File: src/rtl/stream_packet_arbiter_pkg.sv
// Shared types and the round-robin search used by the packet arbiter.
// The search is sized for up to RR_MAX requesters.
package stream_pkg;

   localparam int RR_MAX = 16;

   typedef enum logic {ARB_IDLE, ARB_LOCKED} arb_state_e;

   // First set bit of valid at or after ptr, wrapping modulo n; returns ptr when none is set.
   function automatic logic [3:0] rr_pick(input logic [RR_MAX-1:0] valid,
                                          input logic [3:0]        ptr,
                                          input int                n);
      logic [3:0] idx;
      logic       found;
      rr_pick = ptr;
      found   = 1'b0;
      for (int i = 0; i < RR_MAX; i++) begin
         idx = 4'((int'(ptr) + i) % n);
         if (i < n && !found && valid[idx]) begin
            rr_pick = idx;
            found   = 1'b1;
         end
      end
   endfunction

endpackage

File: src/rtl/stream_packet_arbiter_if.sv
// Byte-stream bundle between NUM_IN packet sources and one shared output.
// slave is the arbiter side, master is the side feeding and draining it.
interface stream_packet_arbiter_if #(
   parameter int DATA_BYTES = 8,
   parameter int NUM_IN     = 4
);
   localparam int DATA_BITS = DATA_BYTES * 8;
   localparam int CNT_BITS  = $clog2(DATA_BYTES);
   localparam int SEL_BITS  = $clog2(NUM_IN);

   logic [NUM_IN*DATA_BITS-1:0] in_data;
   logic [NUM_IN*CNT_BITS-1:0]  in_cnt;
   logic [NUM_IN-1:0]           in_last;
   logic [NUM_IN-1:0]           in_valid;
   logic [NUM_IN-1:0]           in_ready;
   logic [DATA_BITS-1:0]        out_data;
   logic [CNT_BITS-1:0]         out_cnt;
   logic                        out_last;
   logic                        out_valid;
   logic                        out_ready;
   logic [SEL_BITS-1:0]         out_sel;
   logic                        busy;

   modport slave (
      input  in_data, in_cnt, in_last, in_valid, out_ready,
      output in_ready, out_data, out_cnt, out_last, out_valid, out_sel, busy
   );

   modport master (
      output in_data, in_cnt, in_last, in_valid, out_ready,
      input  in_ready, out_data, out_cnt, out_last, out_valid, out_sel, busy
   );
endinterface

File: src/rtl/stream_packet_arbiter_skid_buffer.sv
// Two-entry valid/ready register slice: 1-cycle latency, full throughput.
// in_rdy is registered (skid slot empty), so out_rdy never reaches in_rdy combinationally.
module stream_skid_buffer #(
   parameter int WIDTH = 8
) (
   input  logic             clk,
   input  logic             rst_n,
   input  logic             in_vld,
   output logic             in_rdy,
   input  logic [WIDTH-1:0] in_dat,
   output logic             out_vld,
   input  logic             out_rdy,
   output logic [WIDTH-1:0] out_dat
);
   logic             main_vld;
   logic [WIDTH-1:0] main_dat;
   logic             skid_vld;
   logic [WIDTH-1:0] skid_dat;

   assign in_rdy  = !skid_vld;
   assign out_vld = main_vld;
   assign out_dat = main_dat;

   always_ff @(posedge clk or negedge rst_n) begin
      if (!rst_n) begin
         main_vld <= 1'b0;
         main_dat <= '0;
         skid_vld <= 1'b0;
         skid_dat <= '0;
      end else if (!main_vld || out_rdy) begin
         // Output slot is free this cycle: refill from the skid slot first to keep order.
         if (skid_vld) begin
            main_dat <= skid_dat;
            main_vld <= 1'b1;
            skid_vld <= 1'b0;
         end else begin
            main_dat <= in_dat;
            main_vld <= in_vld;
         end
      end else if (in_vld && !skid_vld) begin
         skid_dat <= in_dat;
         skid_vld <= 1'b1;
      end
   end
endmodule

File: src/rtl/stream_packet_arbiter.sv
// Packet-granular round-robin arbiter onto one byte stream; 0-cycle mux, or 1 cycle with STREAM_PACKET_ARBITER_OUT_REG_EN.
// Only the selected requester sees ready; the grant holds until its last beat transfers.
module stream_packet_arbiter
   import stream_pkg::*;
#(
   parameter int DATA_BYTES = 8,
   parameter int NUM_IN     = 4
) (
   input  logic                    clk,
   input  logic                    rst_n,
   stream_packet_arbiter_if.slave  bus
);
   localparam int DATA_BITS = DATA_BYTES * 8;
   localparam int CNT_BITS  = $clog2(DATA_BYTES);
   localparam int SEL_BITS  = $clog2(NUM_IN);

   arb_state_e            state;
   logic [SEL_BITS-1:0]   grant;
   logic [SEL_BITS-1:0]   ptr;
   logic                  busy_q;
   logic [SEL_BITS-1:0]   pick;
   logic [SEL_BITS-1:0]   cur;
   logic [SEL_BITS-1:0]   nxt;
   logic [DATA_BITS-1:0]  mux_dat;
   logic [CNT_BITS-1:0]   mux_cnt;
   logic                  mux_last;
   logic                  mux_vld;
   logic                  arb_rdy;
   logic                  hs;

   assign pick = SEL_BITS'(rr_pick(16'(bus.in_valid), 4'(ptr), NUM_IN));
   assign cur  = (state == ARB_LOCKED) ? grant : pick;
   assign nxt  = (cur == SEL_BITS'(NUM_IN - 1)) ? '0 : cur + SEL_BITS'(1);

   always_comb begin
      mux_dat  = '0;
      mux_cnt  = '0;
      mux_last = 1'b0;
      for (int i = 0; i < NUM_IN; i++) begin
         if (SEL_BITS'(i) == cur) begin
            mux_dat  = bus.in_data[i*DATA_BITS +: DATA_BITS];
            mux_cnt  = bus.in_cnt[i*CNT_BITS +: CNT_BITS];
            mux_last = bus.in_last[i];
         end
      end
   end

   assign mux_vld = rst_n && ((state == ARB_LOCKED) ? bus.in_valid[cur] : |bus.in_valid);
   assign hs      = mux_vld && arb_rdy;

   always_comb begin
      bus.in_ready = '0;
      for (int i = 0; i < NUM_IN; i++) begin
         if (rst_n && SEL_BITS'(i) == cur) begin
            bus.in_ready[i] = arb_rdy;
         end
      end
   end

   always_ff @(posedge clk or negedge rst_n) begin
      if (!rst_n) begin
         state  <= ARB_IDLE;
         grant  <= '0;
         ptr    <= '0;
         busy_q <= 1'b0;
      end else begin
         case (state)
            ARB_IDLE: begin
               if (hs && mux_last) begin
                  ptr <= nxt;
               end else if (mux_vld) begin
                  // Lock on a stalled beat too, so the presented beat cannot change under backpressure.
                  state  <= ARB_LOCKED;
                  grant  <= cur;
                  busy_q <= 1'b1;
               end
            end
            ARB_LOCKED: begin
               if (hs && mux_last) begin
                  state  <= ARB_IDLE;
                  ptr    <= nxt;
                  busy_q <= 1'b0;
               end
            end
            default: begin
               state  <= ARB_IDLE;
               busy_q <= 1'b0;
            end
         endcase
      end
   end

   assign bus.busy = busy_q;

`ifdef STREAM_PACKET_ARBITER_OUT_REG_EN
   localparam int SKID_W = DATA_BITS + CNT_BITS + 1 + SEL_BITS;

   logic              skid_rdy;
   logic [SKID_W-1:0] skid_out;

   stream_skid_buffer #(.WIDTH(SKID_W)) u_skid (
      .clk     (clk),
      .rst_n   (rst_n),
      .in_vld  (mux_vld),
      .in_rdy  (skid_rdy),
      .in_dat  ({mux_dat, mux_cnt, mux_last, cur}),
      .out_vld (bus.out_valid),
      .out_rdy (bus.out_ready),
      .out_dat (skid_out)
   );

   assign arb_rdy = skid_rdy;
   assign {bus.out_data, bus.out_cnt, bus.out_last, bus.out_sel} = skid_out;
`else
   assign arb_rdy       = bus.out_ready;
   assign bus.out_data  = mux_dat;
   assign bus.out_cnt   = mux_cnt;
   assign bus.out_last  = mux_last;
   assign bus.out_valid = mux_vld;
   assign bus.out_sel   = rst_n ? cur : '0;
`endif
endmodule
File: src/flat_wrapper.sv
// flat-port wrapper written by rule: the top's interface ports become plain ports
module stream_packet_arbiter_flat import stream_pkg::*;
#(
   parameter int DATA_BYTES = 8,
   parameter int NUM_IN     = 4
)
  (clk, rst_n, bus_in_data, bus_in_cnt, bus_in_last, bus_in_valid, bus_out_ready, bus_in_ready, bus_out_data, bus_out_cnt, bus_out_last, bus_out_valid, bus_out_sel, bus_busy);
  stream_packet_arbiter_if #(.DATA_BYTES(DATA_BYTES), .NUM_IN(NUM_IN)) bus_i ();
  input  logic clk;
  input  logic rst_n;
  input wire logic [$bits(bus_i.in_data)-1:0] bus_in_data;
  input wire logic [$bits(bus_i.in_cnt)-1:0] bus_in_cnt;
  input wire logic [$bits(bus_i.in_last)-1:0] bus_in_last;
  input wire logic [$bits(bus_i.in_valid)-1:0] bus_in_valid;
  input wire logic [$bits(bus_i.out_ready)-1:0] bus_out_ready;
  output wire logic [$bits(bus_i.in_ready)-1:0] bus_in_ready;
  output wire logic [$bits(bus_i.out_data)-1:0] bus_out_data;
  output wire logic [$bits(bus_i.out_cnt)-1:0] bus_out_cnt;
  output wire logic [$bits(bus_i.out_last)-1:0] bus_out_last;
  output wire logic [$bits(bus_i.out_valid)-1:0] bus_out_valid;
  output wire logic [$bits(bus_i.out_sel)-1:0] bus_out_sel;
  output wire logic [$bits(bus_i.busy)-1:0] bus_busy;
  assign bus_i.in_data = bus_in_data;
  assign bus_i.in_cnt = bus_in_cnt;
  assign bus_i.in_last = bus_in_last;
  assign bus_i.in_valid = bus_in_valid;
  assign bus_i.out_ready = bus_out_ready;
  assign bus_in_ready = bus_i.in_ready;
  assign bus_out_data = bus_i.out_data;
  assign bus_out_cnt = bus_i.out_cnt;
  assign bus_out_last = bus_i.out_last;
  assign bus_out_valid = bus_i.out_valid;
  assign bus_out_sel = bus_i.out_sel;
  assign bus_busy = bus_i.busy;
  stream_packet_arbiter #(.DATA_BYTES(DATA_BYTES), .NUM_IN(NUM_IN)) u_core (.clk(clk), .rst_n(rst_n), .bus(bus_i));
endmodule
File: config.mk
export PLATFORM = sky130hd
export DESIGN_NAME = stream_packet_arbiter_flat
export DESIGN_NICKNAME = d
export VERILOG_FILES = /design/src/rtl/stream_packet_arbiter_pkg.sv /design/src/rtl/stream_packet_arbiter_if.sv /design/src/rtl/stream_packet_arbiter_skid_buffer.sv /design/src/rtl/stream_packet_arbiter.sv /design/src/flat_wrapper.sv
export SDC_FILE = /design/constraint.sdc
export NUM_CORES = 1
export LEC_CHECK = 0
export ABC_AREA = 1
export CAP_MARGIN = 20
export CORE_AREA = 8 8 130 132
export CTS_CLUSTER_SIZE = 8
export DETAILED_ROUTE_END_ITERATION = 10
export DIE_AREA = 0 0 138 140
export PLACE_DENSITY_LB_ADDON = 0.12
export SYNTH_ARGS = -nofsm -noshare
export SYNTH_HDL_FRONTEND = slang
export SYNTH_SLANG_ARGS = --single-unit
File: constraint.sdc
create_clock -name clk -period 6.7 [get_ports clk]
set_input_delay 1.34 -clock clk [delete_from_list [all_inputs] [get_ports clk]]
set_output_delay 1.34 -clock clk [all_outputs]
set_load 0.1 [all_outputs]
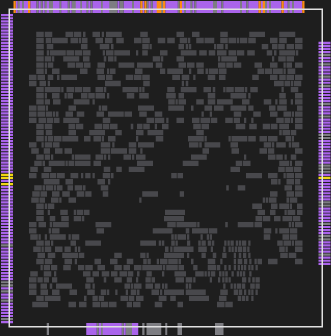
*Pin placement, run 1*
Pins as bars across the die edge, other pins in gray.
- `bus_in_last`: yellow (pins 4; direction input; edge 3 left, 1 right)
- `bus_in_cnt`: orange (pins 12; direction input; edge top)
- `bus_in_data`: purple (pins 256; direction input; edge 92 left, 90 top, 55 right, 19 bottom)
- all pins by edge: 140 top, 101 left, 73 right, 41 bottom
die x size: 138 µm
IO buf count: 354
Die H: 140 µm

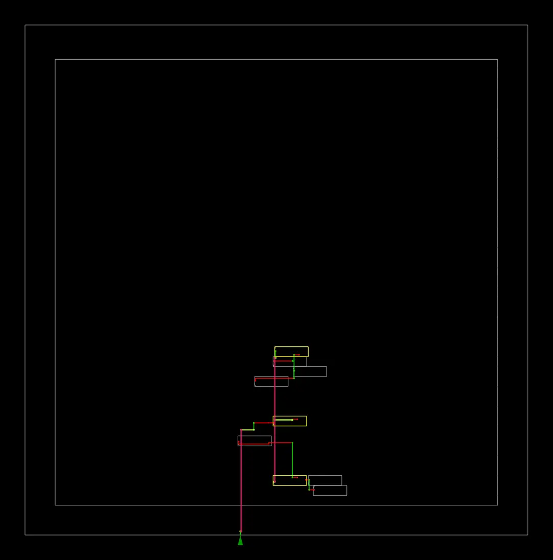
*Clock wiring as the flow saved it, run 1*
Worst Clk Skew: 0.001238 ns
registers: 6
number of clock buffers in the layout: 3

==> results.yml, run 1 <==
# physical design summary
outcome:
  outcome: "finished clean"
global_route:
  grtUsageMet1_pct: 21.44
  grtUsageTotal_pct: 20.23
  grt_start_max_net_pins: 70
  grt_pass1_wl_um: 31070
timing:
  worst_slew_pin_slew_ns: 0.9861
  rsz0062_at_grt: "no"
  relSlewSlack_pct: 34.05
  holdWs_ns: 0.4801
  finalHoldViolCount: 0
  layout_setup_ws_ns: 0.6909
  finalCritPeriodShare_pct: 89.69
  maxSlewViolCount: 0
  fmaxAchievable_mhz: 166.4
  setup_violations: 0
route:
  via_per_inst: 4.914
  post-route-drc-count: 0
  first_pass_iters: 6
  wl_um: 21210
  avgRoutedWirePerCell_um: 22.00
  drt_iter0_drc: 228
  dr_total_vias: 4737
  antenna_left: 0
floorplanning:
  initial_core_util_pct: 17.57
  design.die.area_mm2: 0.01932
  coreArea_mm2: 0.01486
  num_rows: 45
worst_setup_path:
  slowest_delay_ns: 0.57
  setup.worst_path.start_class: "input pin"
  r2r_cells: 20
  r2r_start: "u_core.ptr[0]"
  worstPathMaxFanout: 44
  regToRegEndpoint: "u_core.grant[1]"
  end_kind: "output pin"
  path_buffers: 3
  path_cells: "clkdlybuf4s50_1 -> nand2_2 -> nand3_1 -> nand2_2 -> nand3_1 -> nand2_1 -> nand2_1 -> nand3_1 -> nand2_1 -> nand2_2 -> ha_2 -> buf_4 -> a221oi_1 -> o31ai_1 -> buf_12"
  rrSetupSlack_ns: 2.79
  cp.required_ns: 5.36
  slowest_stage: "ha_2"
flow_run:
  tool_warnings: 29
  maxCapViolCount: 0
synthesis:
  simple_gate_share_pct: 38.57
  ys_cells: 454
  synthesis.area_mm2: 0.002611
  yosys_warnings: 0
  synthMuxAreaShare_pct: 0
  synth_cells: 454
  synthXorXnorAreaFrac_pct: 0
  adder_share_pct: 1.917
  top_cell_area_share_pct: 22.47
  synth_seq_share_pct: 5.750
  top_area_cell: "a221oi_1"
  yosysUniqueCellTypes: 27
  ys_top_logic_family: "AND-OR/OR-AND gates"
placed_design:
  dp_hpwl_um: 17740
  gp_congestion: 0.8703
  dp_worst_setup_slack_ns: 0.7058
min_path:
  min_path_cells: 2
  min_to: "u_core.bus.busy"
  worst_hold_path_type: "reg -> reg"
clock_tree:
  cts.reportedPaths.clkPinSlew_ns: 0.03
  cts_tree: "built"
  cts_root_buf: "clkbuf_16"
  cts_setup_buffers: 0
  holdBufCountCts: 0
  clock_sinks: 6
  ctsResizeCount: 0
  h-tree-depth: 1
  cts_buffers: 3
final_layout:
  drive_above_1_share_pct: 18.76
  nets: 1058
  synthToLayoutAreaGrowth_pct: 168.7
  reg_top3: "u_core.grant (2), u_core.ptr (2)"
  n_fill_cell: 1489
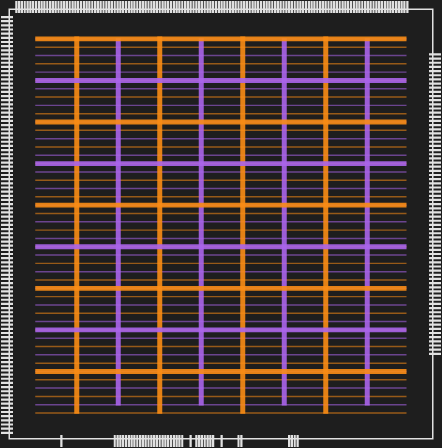
*PDN straps and rails, run 1*
Pins as bars on the die edge.
- VDD: purple
- VSS: orange
- signal pins: 355
- rows: 45

[run 1: placed cells by master (no fill, tap or decap)]
cell	netlist	layout
a221oi_1	67	67
a22oi_1	1	1
and2_1	1	1
buf_12	0	54
buf_4	0	28
clkbuf_16	0	3
clkdlybuf4s50_1	0	281
dfrtp_1	6	6
diode_2	0	3
ha_1	4	1
ha_2	0	2
ha_4	0	1
inv_1	16	16
inv_2	2	3
inv_4	2	2
nand2_1	127	127
nand2_2	11	11
nand2_4	3	3
nand3_1	12	12
nand3_2	1	1
nand4_1	1	1
nor2_1	72	71
nor2_2	1	1
nor2_4	3	4
nor2_8	1	1
nor3_1	3	3
o211ai_1	1	1
o21ai_0	3	3
o21ai_2	1	1
o31ai_1	67	37
o31ai_2	0	30
[run 1: worst reg2reg max path: cells and delay by family, from the launching register on]
kind / cells / cell delay [ns]
flops: 1 / 0.62
fa+ha+maj: 1 / 0.21
compound gates: 3 / 0.47
buf+inv: 4 / 1.01
simple gates: 12 / 1.47
[run 1: logic make-up after synthesis]
group                    after synthesis
AND-OR/OR-AND                        140
adder cells (fa/ha/maj)                4
buffers and inverters                 68
flip-flops                             6
AND/OR/NAND/NOR                      236
[run 1: metrics by stage]
step,util (%),instances,area [µm²]
after global routing,47.19,963,7014
after detailed placement,46.65,958,6934
after CTS,47.15,961,7009
after global placement,46.65,958,6934
final,47.21,964,7017
after floorplan,-,454,2761
[run 1: layer usage]
| layer | share of wire (%) | vias to the layer above |
|---|---|---|
| met5 | 0.061 | - |
| met4 | 2.3 | 2 |
| met3 | 9.0 | 23 |
| met2 | 52 | 254 |
| met1 | 37 | 2155 |
| li1 | - | 2303 |
[run 1: worst max-delay path by stage]
stage | to | start | slack (ns) | depth (start not counted)
after floorplan | bus_out_data[10] | bus_in_valid[0] | 0.004 | 18
after global placement | bus_out_last | bus_in_valid[0] | 0.74 | 22
after detailed placement | bus_out_data[3] | bus_in_valid[3] | 0.71 | 16
after CTS | bus_out_data[26] | bus_in_valid[3] | 0.71 | 14
after global routing | bus_out_data[3] | bus_in_valid[1] | 0.40 | 19
final | bus_out_data[26] | bus_in_valid[3] | 0.69 | 15
[run 1: cell type report]
cell class | count | area (µm²) | area share, %
Multi-Input combinational cell | 380 | 2361 | 33.65
Clock buffer | 3 | 75.07 | 1.070
Timing Repair Buffer | 363 | 4104 | 58.49
Tap cell | 188 | 235.2 | 3.352
Antenna cell | 3 | 7.507 | 0.1070
Inverter | 21 | 83.83 | 1.195
Sequential cell | 6 | 150.1 | 2.140
[run 1: synth_stat cells]
master	n
inv_1	16
ha_1	4
inv_4	2
o21ai_0	3
nor3_1	3
nor2_1	72
nand2_2	11
nor2_2	1
nand2_1	127
clkinv_1	1
buf_1	4
nand3_1	12
clkbuf_1	41
buf_6	2
a221oi_1	67
nand3_2	1
and2_1	1
nor2_4	3
dfrtp_1	6
nand4_1	1
o21ai_2	1
inv_2	2
nand2_4	3
nor2_8	1
a22oi_1	1
o31ai_1	67
o211ai_1	1
### Logic cells by family, run 1

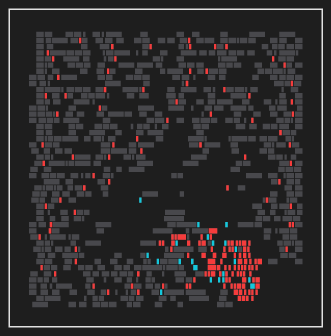

==> inputs of run 2 (changes only) <==
- CELL_PAD_IN_SITES_DETAIL_PLACEMENT: not set -> 0
- CELL_PAD_IN_SITES_GLOBAL_PLACEMENT: not set -> 2
- CORE_AREA: 8 8 130 132 -> not set
- CORE_MARGIN: not set -> 8
- CORE_UTILIZATION: not set -> 10
- DIE_AREA: 0 0 138 140 -> not set
- HOLD_SLACK_MARGIN: not set -> 0.05
- MAX_ROUTING_LAYER: not set -> met4
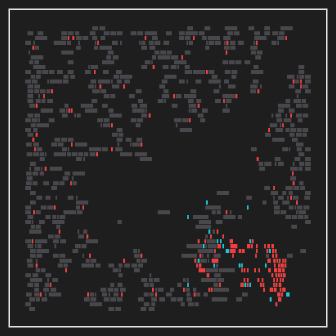
*Logic cells by family, run 2*
- inverters: cyan (cells 21; most used inv_1)
- NAND gates: red (cells 155; most used nand2_1; where widely spread)
most frequent logic cell in the layout: clkdlybuf4s50_1
final std cells w/o fill: 1,109
combinational share of cell area: 32.69%

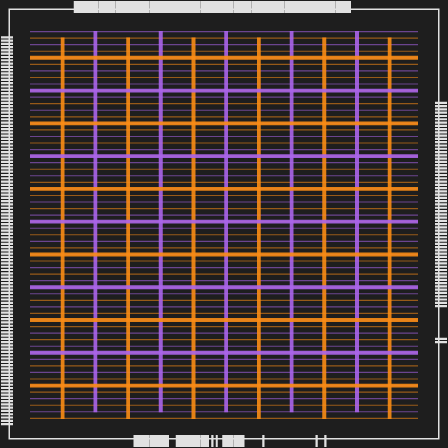
*PDN straps and rails, run 2*
Pins as bars on the die edge.
- VSS: orange
- VDD: purple
- met5 straps: 11
- rows: 59
- met1 rails: 60
- signal pins: 355

==> results.yml, run 2 <==
# physical design summary
worst_setup_path:
  path_cells: "clkdlybuf4s50_1 -> nand2_2 -> nand3_1 -> nand2_2 -> nand3_1 -> nand2_1 -> nand2_1 -> nand3_1 -> nand2_1 -> nand2_2 -> inv_2 -> ha_2 -> buf_4 -> a221oi_1 -> o31ai_1 -> buf_12"
  rrSetupSlack_ns: 3.12
  crit_arrival_ns: 4.52
  crit_cells: 16
  end_kind: "output pin"
  path_buffers: 4
  cp_top_family: "buffers and inverters"
  cp.required_ns: 5.36
  slowest_stage: "clkdlybuf4s50_1"
  critical_path_class: "in -> out"
  critPathCapture: "bus_out_cnt[2]"
  regToRegEndpoint: "u_core.grant[1]"
  slowest_delay_ns: 0.58
  r2r_cells: 24
  r2r_start: "u_core.ptr[0]"
  setup.worst_path.start_class: "input pin"
  worstPathMaxFanout: 49
  startpoint: "bus_in_valid[3]"
synthesis:
  yosys_warnings: 0
  synthesis.area_mm2: 0.002611
  synth_seq_share_pct: 5.750
  yosysUniqueCellTypes: 27
  top_area_cell: "a221oi_1"
  netlist_top_cells_count: "127 x nand2_1, 72 x nor2_1, 67 x a221oi_1, 67 x o31ai_1, 41 x clkbuf_1"
  synthMostInstantiatedCell: "nand2_1"
  yosys_most_used_dff: "dfrtp_1"
  synth_cells: 454
  top_cell_area_share_pct: 22.47
  async_reset_ff_share_pct: 100.0
  syn_area_per_cell_um2: 5.752
  ys_chip_area_mm2: 0.002611
  ys_cells: 454
  edf_count: 0
final_layout:
  n_fill_cell: 2784
  reg_top3: "u_core.grant (2), u_core.ptr (2)"
  layout_top_cells: "279 x clkdlybuf4s50_1, 127 x nand2_1, 71 x nor2_1, 67 x a221oi_1, 57 x buf_12"
  synthToLayoutAreaGrowth_pct: 176.6
  nets: 1057
  drive_above_1_share_pct: 18.91
placed_design:
  gp_congestion: 0.7909
  io_buffers: 354
  dp_hpwl_um: 18030
  place_inst: 1104
timing:
  fmaxAchievable_mhz: 170.7
  setup_violations: 0
  finalHoldViolCount: 0
  maxSlewViolCount: 0
  relSlewSlack_pct: 34.46
  finClkSkew_ns: 0.001368
  finalCritPeriodShare_pct: 87.44
  rsz0062_at_grt: "no"
  worst_slew_pin_slew_ns: 0.9800
flow_run:
  tool_warnings: 29
  maxCapViolCount: 0
floorplanning:
  design.die.area_mm2: 0.03154
  initial_core_util_pct: 10.11
  coreArea_mm2: 0.02584
  num_rows: 59
  die_x_um: 177.6
  fp.dieH_um: 177.6
clock_tree:
  cts_root_buf: "clkbuf_16"
  clock_sinks: 6
  cts_buffers: 3
  h-tree-depth: 1
  cts_tree: "built"
  ctsResizeCount: 0
  holdBufCountCts: 0
  cts_setup_buffers: 0
  cts.reportedPaths.clkPinSlew_ns: 0.04
global_route:
  grt-busiest-layer: "met2"
  grtUsageTotal_pct: 13.43
  grt_pass1_wl_um: 31770
  grt-ovfl-total: 0
  antenna_found_initial: 2
  grtUsageMet1_pct: 14.09
  grt_pass1_vias: 5109
  grt_start_max_net_pins: 77
route:
  drt_iter0_drc: 196
  wl_um: 22100
  post-route-drc-count: 0
  antenna_left: 0
  avgRoutedWirePerCell_um: 19.93
  dr_total_vias: 4727
  via_per_inst: 4.262
  first_pass_iters: 4
min_path:
  worst_hold_path_type: "reg -> reg"
outcome:
  outcome: "finished clean"
[run 2: worst reg2reg max path: stages, from the launching register on]
cell and delay (ns):
dfrtp_1 0.62, inv_2 0.18, nand2_1 0.14, nand3_1 0.09
nand2_2 0.13, nand3_1 0.12, nand2_1 0.11, nand2_1 0.05
nand3_1 0.07, nand2_1 0.07, nand2_2 0.13, inv_2 0.08
ha_1 0.18, inv_1 0.12, nor2_4 0.06, buf_12 0.17
a22oi_1 0.19, nand2_1 0.07, o211ai_1 0.09, and2_1 0.25
nor2_4 0.07, nor2_1 0.18, inv_1 0.13, nand2_1 0.07
o21ai_0 0.08
[run 2: cell type report]
| type | count | area (µm²) | area share, % |
|---|---|---|---|
| Clock buffer | 3 | 75.07 | 1.039 |
| Antenna cell | 2 | 5.005 | 0.06929 |
| Inverter | 21 | 83.83 | 1.161 |
| Tap cell | 335 | 419.2 | 5.803 |
| Sequential cell | 6 | 150.1 | 2.079 |
| Multi-Input combinational cell | 380 | 2361 | 32.69 |
| Timing Repair Buffer | 362 | 4129 | 57.16 |
[run 2: cells by family (layout without fill, tap and decap cells)]
logic type	count (synthesis)	count (layout)	synth area share [%]
buffers and inverters	68	386	10.54
adders and majority gates	4	4	1.917
DFF	6	6	5.750
and+or+nand+nor	236	236	38.57
other	0	2	0
AOI/OAI and AO/OA	140	140	43.22
[run 2: routing by layer]
layer / routed length (µm) / vias to the layer above
met5: 0 / -
met4: 244 / 0
met3: 1901 / 10
met2: 11690 / 209
met1: 8264 / 2209
li1: - / 2299
[run 2: worst min path at each step]
stage,cells after the start,to,startpoint
global placement,2,u_core.grant[1],u_core.grant[1]
finish,2,u_core.bus.busy,u_core.bus.busy
detailed placement,2,u_core.bus.busy,u_core.bus.busy
global route,2,u_core.grant[1],u_core.grant[1]
floorplan,2,u_core.grant[1],u_core.grant[1]
CTS,2,u_core.bus.busy,u_core.bus.busy
[run 2: metrics by stage]
stage / utilization (%) / cell area (µm²) / setup slack [ns] / hold WS [ns]
3_3_place_gp: 27.65 / 7143 / 0.7621 / 0.4850
5_1_grt: 27.96 / 7223 / 0.5410 / 0.5474
3_5_place_dp: 27.65 / 7143 / 0.7856 / 0.5011
4_1_cts: 27.94 / 7218 / 0.8047 / 0.5120
2_1_floorplan: - / 2761 / 0.003536 / 0.4534
6_report: 27.96 / 7223 / 0.8414 / 0.5070
### Signal wires on met1, run 2

Supply wires on this layer in gray.
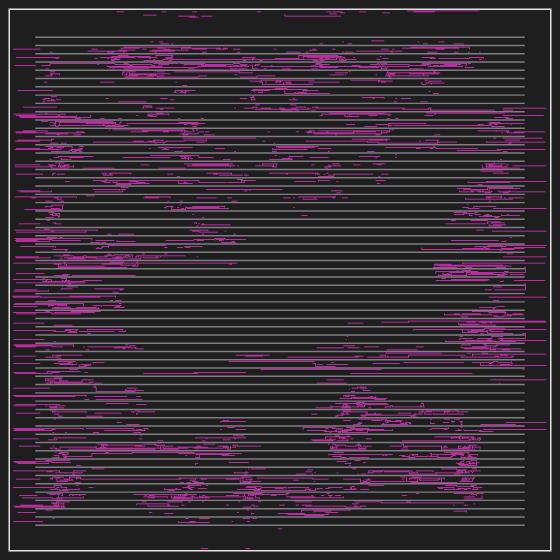

==> inputs of run 3 (changes only) <==
- CORE_MARGIN: 8 -> not set
- SYNTH_HIERARCHICAL: not set -> 1
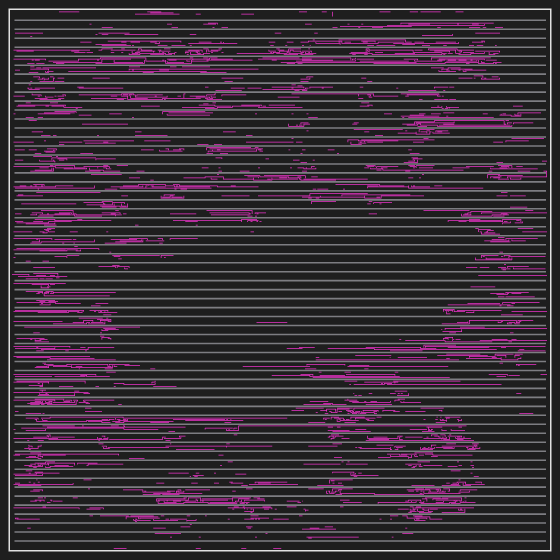
*Signal wires on met1, run 3*
Supply wires on this layer in gray.
- main direction: horizontal
- wire length on this layer: 7,780 µm
- nets with wire on the layer: 882
- share of all routed wire: 38%

==> results.yml, run 3 <==
# physical design summary
flow_run:
  maxCapViolCount: 0
  tool_warnings: 29
clock_tree:
  cts.reportedPaths.clkPinSlew_ns: 0.03
  cts_tree: "built"
  h-tree-depth: 1
  holdBufCountCts: 0
  cts_setup_buffers: 0
  cts_root_buf: "clkbuf_16"
  clockBufferDepth: 2
  ctsResizeCount: 0
  clock_sinks: 6
worst_setup_path:
  end_kind: "output pin"
  worstPathMaxFanout: 48
  critical_path_class: "in -> out"
  cp.required_ns: 5.36
  r2r_start: "u_core/ptr[0]"
  startpoint: "bus_in_valid[2]"
  crit_arrival_ns: 4.63
  r2r_cells: 24
  rrSetupSlack_ns: 2.39
  setup.worst_path.start_class: "input pin"
  regToRegEndpoint: "u_core/bus.busy"
global_route:
  antenna_found_initial: 0
  grt_pass1_vias: 5044
  met3_usage_pct: 2.463
  grt_start_max_net_pins: 69
  grt-ovfl-total: 0
  grt_pass1_wl_um: 29740
  grtUsageTotal_pct: 14.89
  grt-busiest-layer: "met2"
  globalRouteMet2Util_pct: 28.78
  grtUsageMet1_pct: 16.24
final_layout:
  reg_top3: "u_core/grant (2), u_core/ptr (2)"
  layout_top_cells: "281 x clkdlybuf4s50_1, 130 x nand2_1, 74 x nor2_1, 72 x buf_12, 67 x a221oi_1"
  design_area_mm2: 0.007422
  final_common_cell: "clkdlybuf4s50_1"
  n_fill_cell: 2749
  postLayoutCoreUtil_pct: 29.22
  drive_above_1_share_pct: 18.66
  antennaDiodeCount: 0
  nets: 1063
  synthToLayoutAreaGrowth_pct: 184.2
timing:
  finalHoldViolCount: 0
  setup_violations: 0
  worst_slew_pin_slew_ns: 1.020
  relSlewSlack_pct: 31.77
  rsz0062_at_grt: "no"
  fmaxAchievable_mhz: 167.5
  finalCritPeriodShare_pct: 89.08
  finalCriticalPeriod_ns: 5.969
  fin_setup_tns_ns: 0
  maxSlewViolCount: 0
  holdWs_ns: 0.4703
outcome:
  outcome: "finished clean"
min_path:
  hp-start: "u_core/grant[1]"
  min_path_cells: 2
  worst_hold_path_type: "reg -> reg"
  min_to: "u_core/grant[1]"
route:
  via_per_inst: 4.282
  dr_total_vias: 4740
  first_pass_iters: 4
  wl_um: 20670
  avgRoutedWirePerCell_um: 18.67
  antenna_left: 0
  drt_iter0_drc: 230
  post-route-drc-count: 0
synthesis:
  synthesis.area_mm2: 0.002611
  yosysUniqueCellTypes: 29
  yosys_warnings: 6
  edf_count: 0
  ys_chip_area_mm2: 0.002611
  synth_cells: 457
  netlist_top_cells_count: "130 x nand2_1, 75 x nor2_1, 67 x a221oi_1, 67 x o31ai_1, 41 x clkbuf_1"
  yosys_most_used_dff: "dfrtp_1"
  floorplan.nets: 741
  top_cell_area_share_pct: 22.47
  topCellsByArea: "a221oi_1 22%, o31ai_1 19%, nand2_1 19%, nor2_1 11%, clkbuf_1 5.9%"
  async_reset_ff_share_pct: 100.0
  synth_seq_share_pct: 5.750
  ys_cells: 457
  yosys_register_bits: 6
  syn_area_per_cell_um2: 5.714
  top_area_cell: "a221oi_1"
  synthMostInstantiatedCell: "nand2_1"
placed_design:
  dp_hpwl_um: 16640
  gp_congestion: 0.8285
  post_dp_cell_area_mm2: 0.007347
  io_buffers: 354
floorplanning:
  ios: 355
  die_x_um: 163.6
  coreArea_mm2: 0.02540
  initial_core_util_pct: 10.28
  design.die.area_mm2: 0.02676
  num_rows: 58
  fp.dieH_um: 163.6
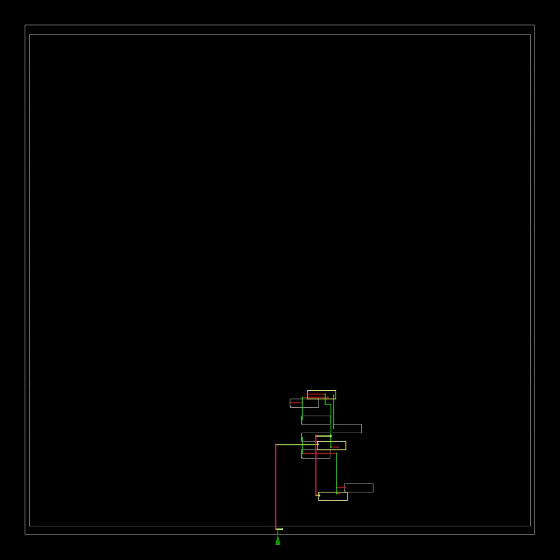
*Clock wiring as the flow saved it, run 3*
clk_lat worst skew: 0.23 ns
Worst Clk Skew: 0.0006179 ns
total CTS buffers: 3

==> run 3: worst max path at each step <==
stage | end | slack [ns] | cells after the start
detailed placement | bus_out_data[63] | 0.73 | 16
finish | bus_out_data[63] | 0.73 | 16
floorplan | bus_out_cnt[0] | 0.06 | 18
CTS | bus_out_data[63] | 0.70 | 16
global route | bus_out_data[63] | 0.38 | 19
global placement | bus_out_data[63] | 0.70 | 16
==> run 3: per-stage QoR <==
stage	setup slack, ns	std cells
after CTS	0.6976	1107
after detailed placement	0.7308	1104
after global routing	0.3807	1107
after floorplan	0.05654	457
final	0.7314	1107
after global placement	0.6960	1104
==> run 3: metal layers <==
layer / vias up / routed length, µm
met2: 213 / 11350
met3: 8 / 1439
met4: 0 / 97
met5: - / 0
li1: 2320 / -
met1: 2199 / 7779
==> run 3: kinds of logic after synthesis <==
logic type               Yosys count  synth area share, %
adder cells (fa/ha/maj)            5                2.396
AND-OR/OR-AND                    140                43.27
buffers and inverters             66                10.06
flip-flops                         6                5.750
AND/OR/NAND/NOR                  240                38.52
==> run 3: cell type report <==
type | count | area, µm² | share of cell area (%)
inverters | 19 | 73.82 | 0.9946
well taps | 330 | 412.9 | 5.563
repair buffers | 364 | 4337 | 58.43
multi-input cells | 385 | 2374 | 31.98
clock buffers | 3 | 75.07 | 1.011
flip-flops and latches | 6 | 150.1 | 2.023
==> run 3: critical path, cell delays in order <==
cell             delay [ns]
clkdlybuf4s50_1        0.55
nand2_1                0.07
nand2_1                0.11
nand2_1                0.06
nand2_1                0.09
nand3_2                0.08
nand2_1                0.09
nand2_1                0.05
nand2_1                0.07
nand2_1                0.08
a21oi_2                0.24
ha_2                   0.27
buf_4                  0.50
a221oi_1               0.19
o31ai_1                0.52
buf_12                 0.25
